$ cat src/rtl/bullcow_turn_ctrl.sv
// bullcow_turn_ctrl: debounced match sequencer for Bulls and Cows.
// Optional per-turn timeout is built when BULLCOW_TURN_TIMEOUT_EN is defined.
module bullcow_turn_ctrl #(
  parameter int DEB_CYCLES     = 1_000_000,
  parameter int TIMEOUT_CYCLES = 500_000_000
) (
  input  logic        clock,
  input  logic        reset,
  input  logic        enter,
  input  logic [15:0] SW,
  input  logic        result_valid,
  input  logic [2:0]  bull_count,
  output logic        secret_we,
  output logic        secret_sel,
  output logic        guess_strobe,
  output logic        guess_player,
  output logic [15:0] code_out,
  output logic [2:0]  game_state,
  output logic [7:0]  J1_points,
  output logic [7:0]  J2_points,
  output logic [7:0]  guess_count,
  output logic        err,
  output logic        timeout
);

  typedef enum logic [2:0] {
    SET_J1   = 3'd0,
    SET_J2   = 3'd1,
    GUESS_J1 = 3'd2,
    WAIT_J1  = 3'd3,
    GUESS_J2 = 3'd4,
    WAIT_J2  = 3'd5,
    WIN      = 3'd6
  } state_e;

  localparam int DW = $clog2(DEB_CYCLES + 1);
  localparam logic [DW-1:0] DEB_MAX  = DW'(DEB_CYCLES);
  localparam logic [DW-1:0] DEB_LAST = DW'(DEB_CYCLES - 1);

  logic          sync1_q;
  logic          sync2_q;
  logic [DW-1:0] deb_q;
  logic [DW-1:0] deb_d;
  logic          press_q;
  logic          press_d;

  // Counter parks at DEB_MAX so a held button yields one press only.
  always_comb begin
    deb_d   = deb_q;
    press_d = 1'b0;
    if (!sync2_q) begin
      deb_d = '0;
    end else if (deb_q != DEB_MAX) begin
      deb_d   = deb_q + 1'b1;
      press_d = (deb_q == DEB_LAST);
    end
  end

  always_ff @(posedge clock or posedge reset) begin
    if (reset) begin
      sync1_q <= 1'b0;
      sync2_q <= 1'b0;
      deb_q   <= '0;
      press_q <= 1'b0;
    end else begin
      sync1_q <= enter;
      sync2_q <= sync1_q;
      deb_q   <= deb_d;
      press_q <= press_d;
    end
  end

  logic [3:0] d3;
  logic [3:0] d2;
  logic [3:0] d1;
  logic [3:0] d0;
  logic       digits_ok;
  logic       distinct_ok;
  logic       code_ok;

  assign d3 = SW[15:12];
  assign d2 = SW[11:8];
  assign d1 = SW[7:4];
  assign d0 = SW[3:0];

  assign digits_ok = (d3 <= 4'd9) && (d2 <= 4'd9)
                  && (d1 <= 4'd9) && (d0 <= 4'd9);

  assign distinct_ok = (d3 != d2) && (d3 != d1) && (d3 != d0)
                    && (d2 != d1) && (d2 != d0) && (d1 != d0);

  assign code_ok = digits_ok && distinct_ok;

  state_e      state_q;
  state_e      state_d;
  logic        swe_q;
  logic        swe_d;
  logic        sel_q;
  logic        sel_d;
  logic        gs_q;
  logic        gs_d;
  logic        gp_q;
  logic        gp_d;
  logic [15:0] code_q;
  logic [15:0] code_d;
  logic [7:0]  j1_q;
  logic [7:0]  j1_d;
  logic [7:0]  j2_q;
  logic [7:0]  j2_d;
  logic [7:0]  gc_q;
  logic [7:0]  gc_d;
  logic        err_q;
  logic        err_d;
  logic        to_q;
  logic        to_d;
  logic [7:0]  gc_inc;
  logic [7:0]  j1_inc;
  logic [7:0]  j2_inc;

  assign gc_inc = (gc_q == 8'hFF) ? gc_q : gc_q + 8'd1;
  assign j1_inc = (j1_q >= 8'd99) ? j1_q : j1_q + 8'd1;
  assign j2_inc = (j2_q >= 8'd99) ? j2_q : j2_q + 8'd1;

`ifdef BULLCOW_TURN_TIMEOUT_EN
  localparam int TW = $clog2(TIMEOUT_CYCLES + 1);
  localparam logic [TW-1:0] TO_LAST = TW'(TIMEOUT_CYCLES - 1);

  logic [TW-1:0] tcnt_q;
  logic [TW-1:0] tcnt_d;
`endif

  always_comb begin
    state_d = state_q;
    swe_d   = 1'b0;
    sel_d   = sel_q;
    gs_d    = 1'b0;
    gp_d    = gp_q;
    code_d  = code_q;
    j1_d    = j1_q;
    j2_d    = j2_q;
    gc_d    = gc_q;
    err_d   = err_q;
    to_d    = 1'b0;
`ifdef BULLCOW_TURN_TIMEOUT_EN
    tcnt_d  = '0;
`endif
    unique case (state_q)
      SET_J1: begin
        if (press_q) begin
          err_d = ~code_ok;
          if (code_ok) begin
            swe_d   = 1'b1;
            sel_d   = 1'b0;
            code_d  = SW;
            state_d = SET_J2;
          end
        end
      end
      SET_J2: begin
        if (press_q) begin
          err_d = ~code_ok;
          if (code_ok) begin
            swe_d   = 1'b1;
            sel_d   = 1'b1;
            code_d  = SW;
            gc_d    = 8'd0;
            state_d = GUESS_J1;
          end
        end
      end
      GUESS_J1: begin
        if (press_q) begin
          err_d = ~code_ok;
          if (code_ok) begin
            gs_d    = 1'b1;
            gp_d    = 1'b0;
            code_d  = SW;
            gc_d    = gc_inc;
            state_d = WAIT_J1;
          end
        end
`ifdef BULLCOW_TURN_TIMEOUT_EN
        else if (tcnt_q == TO_LAST) begin
          to_d    = 1'b1;
          state_d = GUESS_J2;
        end else begin
          tcnt_d = tcnt_q + 1'b1;
        end
`endif
      end
      WAIT_J1: begin
        if (result_valid) begin
          if (bull_count == 3'd4) begin
            j1_d    = j1_inc;
            state_d = WIN;
          end else begin
            state_d = GUESS_J2;
          end
        end
      end
      GUESS_J2: begin
        if (press_q) begin
          err_d = ~code_ok;
          if (code_ok) begin
            gs_d    = 1'b1;
            gp_d    = 1'b1;
            code_d  = SW;
            gc_d    = gc_inc;
            state_d = WAIT_J2;
          end
        end
`ifdef BULLCOW_TURN_TIMEOUT_EN
        else if (tcnt_q == TO_LAST) begin
          to_d    = 1'b1;
          state_d = GUESS_J1;
        end else begin
          tcnt_d = tcnt_q + 1'b1;
        end
`endif
      end
      WAIT_J2: begin
        if (result_valid) begin
          if (bull_count == 3'd4) begin
            j2_d    = j2_inc;
            state_d = WIN;
          end else begin
            state_d = GUESS_J1;
          end
        end
      end
      WIN: begin
        if (press_q) begin
          err_d   = ~code_ok;
          state_d = SET_J1;
        end
      end
      default: begin
        state_d = SET_J1;
      end
    endcase
  end

  always_ff @(posedge clock or posedge reset) begin
    if (reset) begin
      state_q <= SET_J1;
      swe_q   <= 1'b0;
      sel_q   <= 1'b0;
      gs_q    <= 1'b0;
      gp_q    <= 1'b0;
      code_q  <= 16'd0;
      j1_q    <= 8'd0;
      j2_q    <= 8'd0;
      gc_q    <= 8'd0;
      err_q   <= 1'b0;
      to_q    <= 1'b0;
    end else begin
      state_q <= state_d;
      swe_q   <= swe_d;
      sel_q   <= sel_d;
      gs_q    <= gs_d;
      gp_q    <= gp_d;
      code_q  <= code_d;
      j1_q    <= j1_d;
      j2_q    <= j2_d;
      gc_q    <= gc_d;
      err_q   <= err_d;
      to_q    <= to_d;
    end
  end

`ifdef BULLCOW_TURN_TIMEOUT_EN
  always_ff @(posedge clock or posedge reset) begin
    if (reset) begin
      tcnt_q <= '0;
    end else begin
      tcnt_q <= tcnt_d;
    end
  end
`endif

  assign secret_we    = swe_q;
  assign secret_sel   = sel_q;
  assign guess_strobe = gs_q;
  assign guess_player = gp_q;
  assign code_out     = code_q;
  assign game_state   = state_q;
  assign J1_points    = j1_q;
  assign J2_points    = j2_q;
  assign guess_count  = gc_q;
  assign err          = err_q;
  assign timeout      = to_q;

endmodule
$ cat config.mk
export PLATFORM = sky130hd
export DESIGN_NAME = bullcow_turn_ctrl
export DESIGN_NICKNAME = d
export VERILOG_FILES = /design/src/rtl/bullcow_turn_ctrl.sv
export SDC_FILE = /design/constraint.sdc
export NUM_CORES = 1
export LEC_CHECK = 0
export ABC_AREA = 1
export CAP_MARGIN = 20
export CORE_MARGIN = 8
export CORE_UTILIZATION = 40
export DETAILED_ROUTE_END_ITERATION = 7
export GPL_TIMING_DRIVEN = 0
export PLACE_DENSITY = 0.61
export SYNTH_ARGS = -nofsm -noshare
export SYNTH_HDL_FRONTEND = slang
export SYNTH_SLANG_ARGS = --single-unit
$ cat constraint.sdc
create_clock -name clock -period 2.66 [get_ports clock]
set_input_delay 0.665 -clock clock [delete_from_list [all_inputs] [get_ports clock]]
set_output_delay 0.665 -clock clock [all_outputs]
set_load 0.01 [all_outputs]
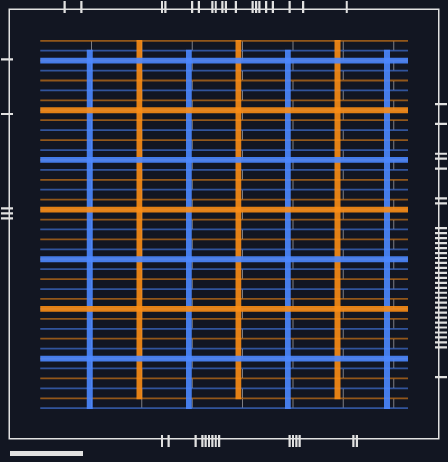
Run 1: floorplan with the power grid
Scale bar: 20 um. Pins as bars on the die edge. Tap cells in grey.
orange -> VDD
blue -> VSS
met4 straps = 7
tap cells = 136
signal pins = 72
met1 rails = 38
rows = 37

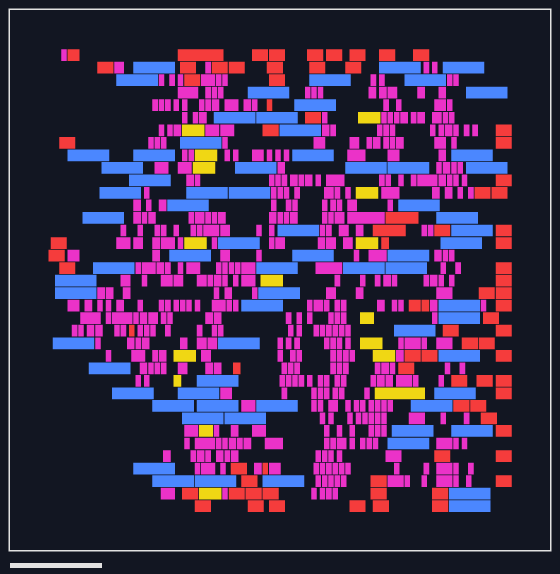
Run 1: cells coloured by class
Scale bar: 20 um.
yellow -> clock drivers and dummy loads  # cells 16, share of their area 4.3%
red -> remaining buffers and delay cells  # cells 81, share of their area 16%
magenta -> remaining logic cells  # cells 472, share of their area 44%
blue -> registers  # cells 71, share of their area 35%
flop share of the area: 34.1%
core area: 10,100 sq um
fin area: 5220 sq um
post-layout util: 51.5%

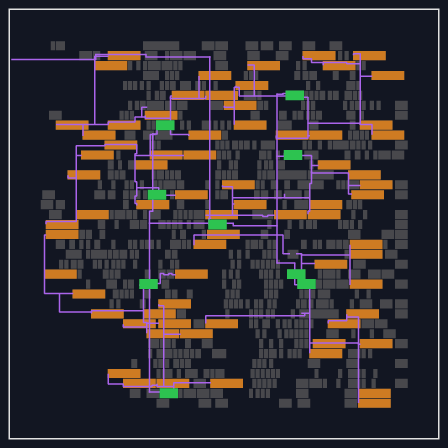
Run 1: routed clock nets over the placement
purple -> clock wires  # length 1,030 um
orange -> flip-flops  # count 71
green -> clock-net drivers  # count 9
flops lie = spread over the die
routed clock nets = 10
clk latency late pin: 0.35 ns
Clk pwr share: 42.2%
clk pwr: 931 uW
Layout Skew: 0.0144 ns

==> results.json, run 1 <==
{
  "outcome": "finished clean",
  "nets": 663,
  "dominant_cells": "combinational gates",
  "dieWidth_um": 117,
  "top_cell": "nand2_1",
  "hold_start": "sync1_q",
  "sh_comb_area_pct": 38.6,
  "m1WireLength_mm": 4.56,
  "rsz0062_at_grt": "no",
  "antenna_cells": 0,
  "final.setup.worst_slack_ns": 0.389,
  "top_register": "deb_q",
  "hold_path_end": "sync2_q",
  "path_depth": 12,
  "p_per_area_nw_per_um2": 423,
  "pwr-share-comb_pct": 8.4,
  "routed_wl_mm": 9.90,
  "logic_area_sq_um": 2010,
  "largest_reg_flops": 20,
  "yosys_cells": 553,
  "die_area_sq_um": 13700,
  "synth_top_flop_cell": "dfrtp_1",
  "rr_worst_depth": 6,
  "slowest_delay_ns": 0.54,
  "final_cells": 776,
  "initCoreUtil_pct": 40.4,
  "start_kind": "primary input",
  "internal-power_uw": 1670,
  "adder_share_pct": 1.53,
  "grt_pass1_wl_mm": 16.7,
  "path_cells": "clkdlybuf4s50_1 -> o21ai_0 -> nand2_1 -> nor2_1 -> nand2_1 -> nor2_2 -> nand2_2 -> inv_4 -> nand2_4 -> buf_2 -> nand2_1 -> nand2_1",
  "swShare_pct": 24.4,
  "place_inst": 760,
  "aoi_share_pct": 3.94,
  "startpoint": "SW[2]"
}
Run 1, routed metal, one colour a layer:
Scale bar: 20 um. Only two layers are drawn.
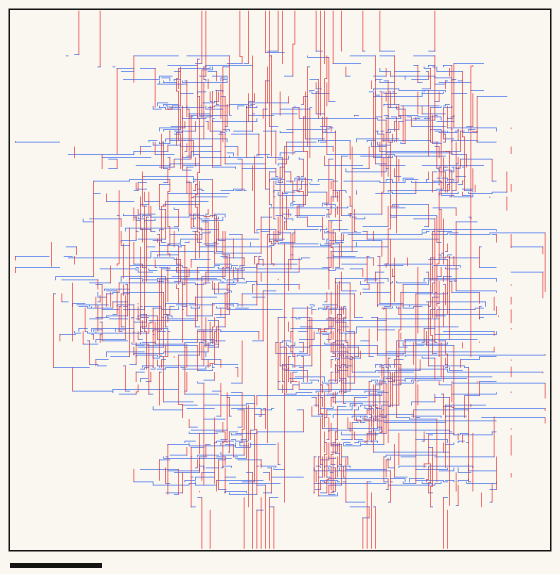

==> run 1 -> run 2 <==
--- a/config.mk
+++ b/config.mk
@@ -8,10 +8,11 @@
 export ABC_AREA = 1
 export CAP_MARGIN = 20
 export CORE_MARGIN = 8
-export CORE_UTILIZATION = 40
+export CORE_UTILIZATION = 50
 export DETAILED_ROUTE_END_ITERATION = 7
 export GPL_TIMING_DRIVEN = 0
-export PLACE_DENSITY = 0.61
+export HOLD_SLACK_MARGIN = 0.12
+export PLACE_DENSITY = 0.74
 export SYNTH_ARGS = -nofsm -noshare
 export SYNTH_HDL_FRONTEND = slang
 export SYNTH_SLANG_ARGS = --single-unit
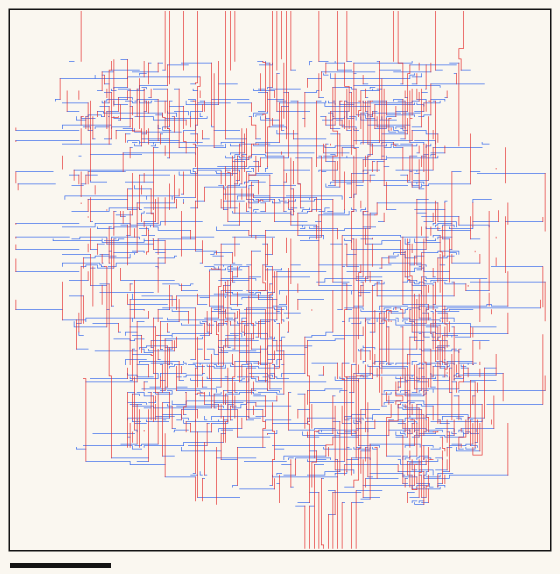
Run 2: routed metal, one colour a layer
Scale bar: 20 um. Only two layers are drawn.
blue -> M1  # wire length 4,320 um
red -> M2  # wire length 4,370 um
WL/cell: 12.6 um
total wire length: 9.38 mm
vias: 3,721
gr usage total: 17.4%

==> results.json, run 2 <==
{
  "worstHoldPathCells": 0,
  "path_cells": "clkdlybuf4s50_1 -> o21ai_1 -> nand2_1 -> nor2_1 -> nand2_1 -> nor2_2 -> nand2_2 -> inv_4 -> nand2_4 -> buf_2 -> nand2_1 -> nand2_1",
  "top_cell": "nand2_1",
  "clock_latency_ns": 0.35,
  "dieWidth_um": 107,
  "die_area_sq_um": 11400,
  "antenna_cells": 0,
  "grtUsageMet2_pct": 28.2,
  "slowest_delay_ns": 0.55,
  "swShare_pct": 25.3,
  "adder_share_pct": 1.53,
  "hold_path_end": "sync2_q",
  "async_flop_share_pct": 100,
  "seq_power_share_pct": 52.0,
  "initCoreUtil_pct": 50.6,
  "antenna_found_initial": 0,
  "synth_top_flop_cell": "dfrtp_1",
  "ctsResizeCount": 0,
  "synthCells": 553,
  "hold_start": "sync1_q",
  "p_per_area_nw_per_um2": 409,
  "place.detailed.hpwl_mm": 7.00,
  "drc": 0,
  "clk-power_uw": 829,
  "ys_top_cells_by_count": "nand2_1 (210), dfrtp_1 (71), nor2_1 (52)",
  "pre_cts_slack_ns": 0.118,
  "finalPower_uw": 2100,
  "path_depth": 12,
  "io_buffer_count": 70,
  "core_sq_um": 8090,
  "yosys_area_sq_um": 4100,
  "seq_power_uw": 1090,
  "ys_seq_share_pct": 43.3,
  "endpoint": "code_out[1]",
  "internal-power_uw": 1570,
  "dominant_cells": "combinational gates",
  "clock.fmax_mhz": 462,
  "startpoint": "SW[9]",
  "xor_area_share_pct": 3.85,
  "logic_area_sq_um": 2010,
  "outcome": "finished clean",
  "inverters": 60,
  "sh_seq_area_pct": 34.7,
  "rr_worst_depth": 6,
  "top_cells_by_area": "dfrtp_1 (43%), nand2_1 (19%), nor2_1 (4.8%), inv_1 (4.7%), nand3_1 (4.0%)",
  "drv_slew": 0,
  "nets": 662,
  "design_area_sq_um": 5130,
  "rsz0062_at_grt": "no",
  "m1WireLength_mm": 4.32,
  "grt_max_degree": 72,
  "pwr-share-comb_pct": 8.5,
  "yosys_cells": 553,
  "postRouteAntennaNets": 0,
  "final_cells": 744,
  "viasPerCell": 5.00,
  "buffer_area_share_pct": 15.3,
  "period_used_pct": 81.4,
  "syn_area_sq_um": 4100,
  "largest_reg_flops": 20,
  "grt_pass1_wl_mm": 16.3,
  "clk_path_buf_depth": 2,
  "crit_slowest_cell": "clkdlybuf4s50_1",
  "busiest_layer": "met2",
  "top_register": "deb_q",
  "aoi_share_pct": 3.94,
  "pg_comb_uw": 178,
  "final_util_pct": 63.4,
  "ios": 72,
  "start_kind": "primary input",
  "sh_comb_area_pct": 39.3,
  "place_inst": 728,
  "rows": 33,
  "final.setup.worst_slack_ns": 0.496,
  "cp_common_cell": "nand2_1"
}
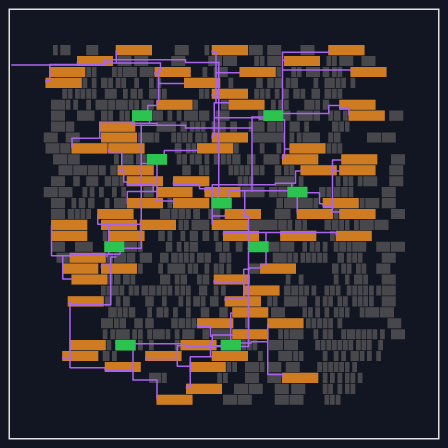
Run 2: routed clock nets over the placement
green -> clock-net drivers  # count 9
orange -> flip-flops  # count 71
purple -> clock wires  # length 948 um
flops lie = spread over the die
routed clock nets = 10
Layout Skew: 0.0148 ns
Clk pwr share: 39.5%

Power is estimated from default activity; no workload was simulated.
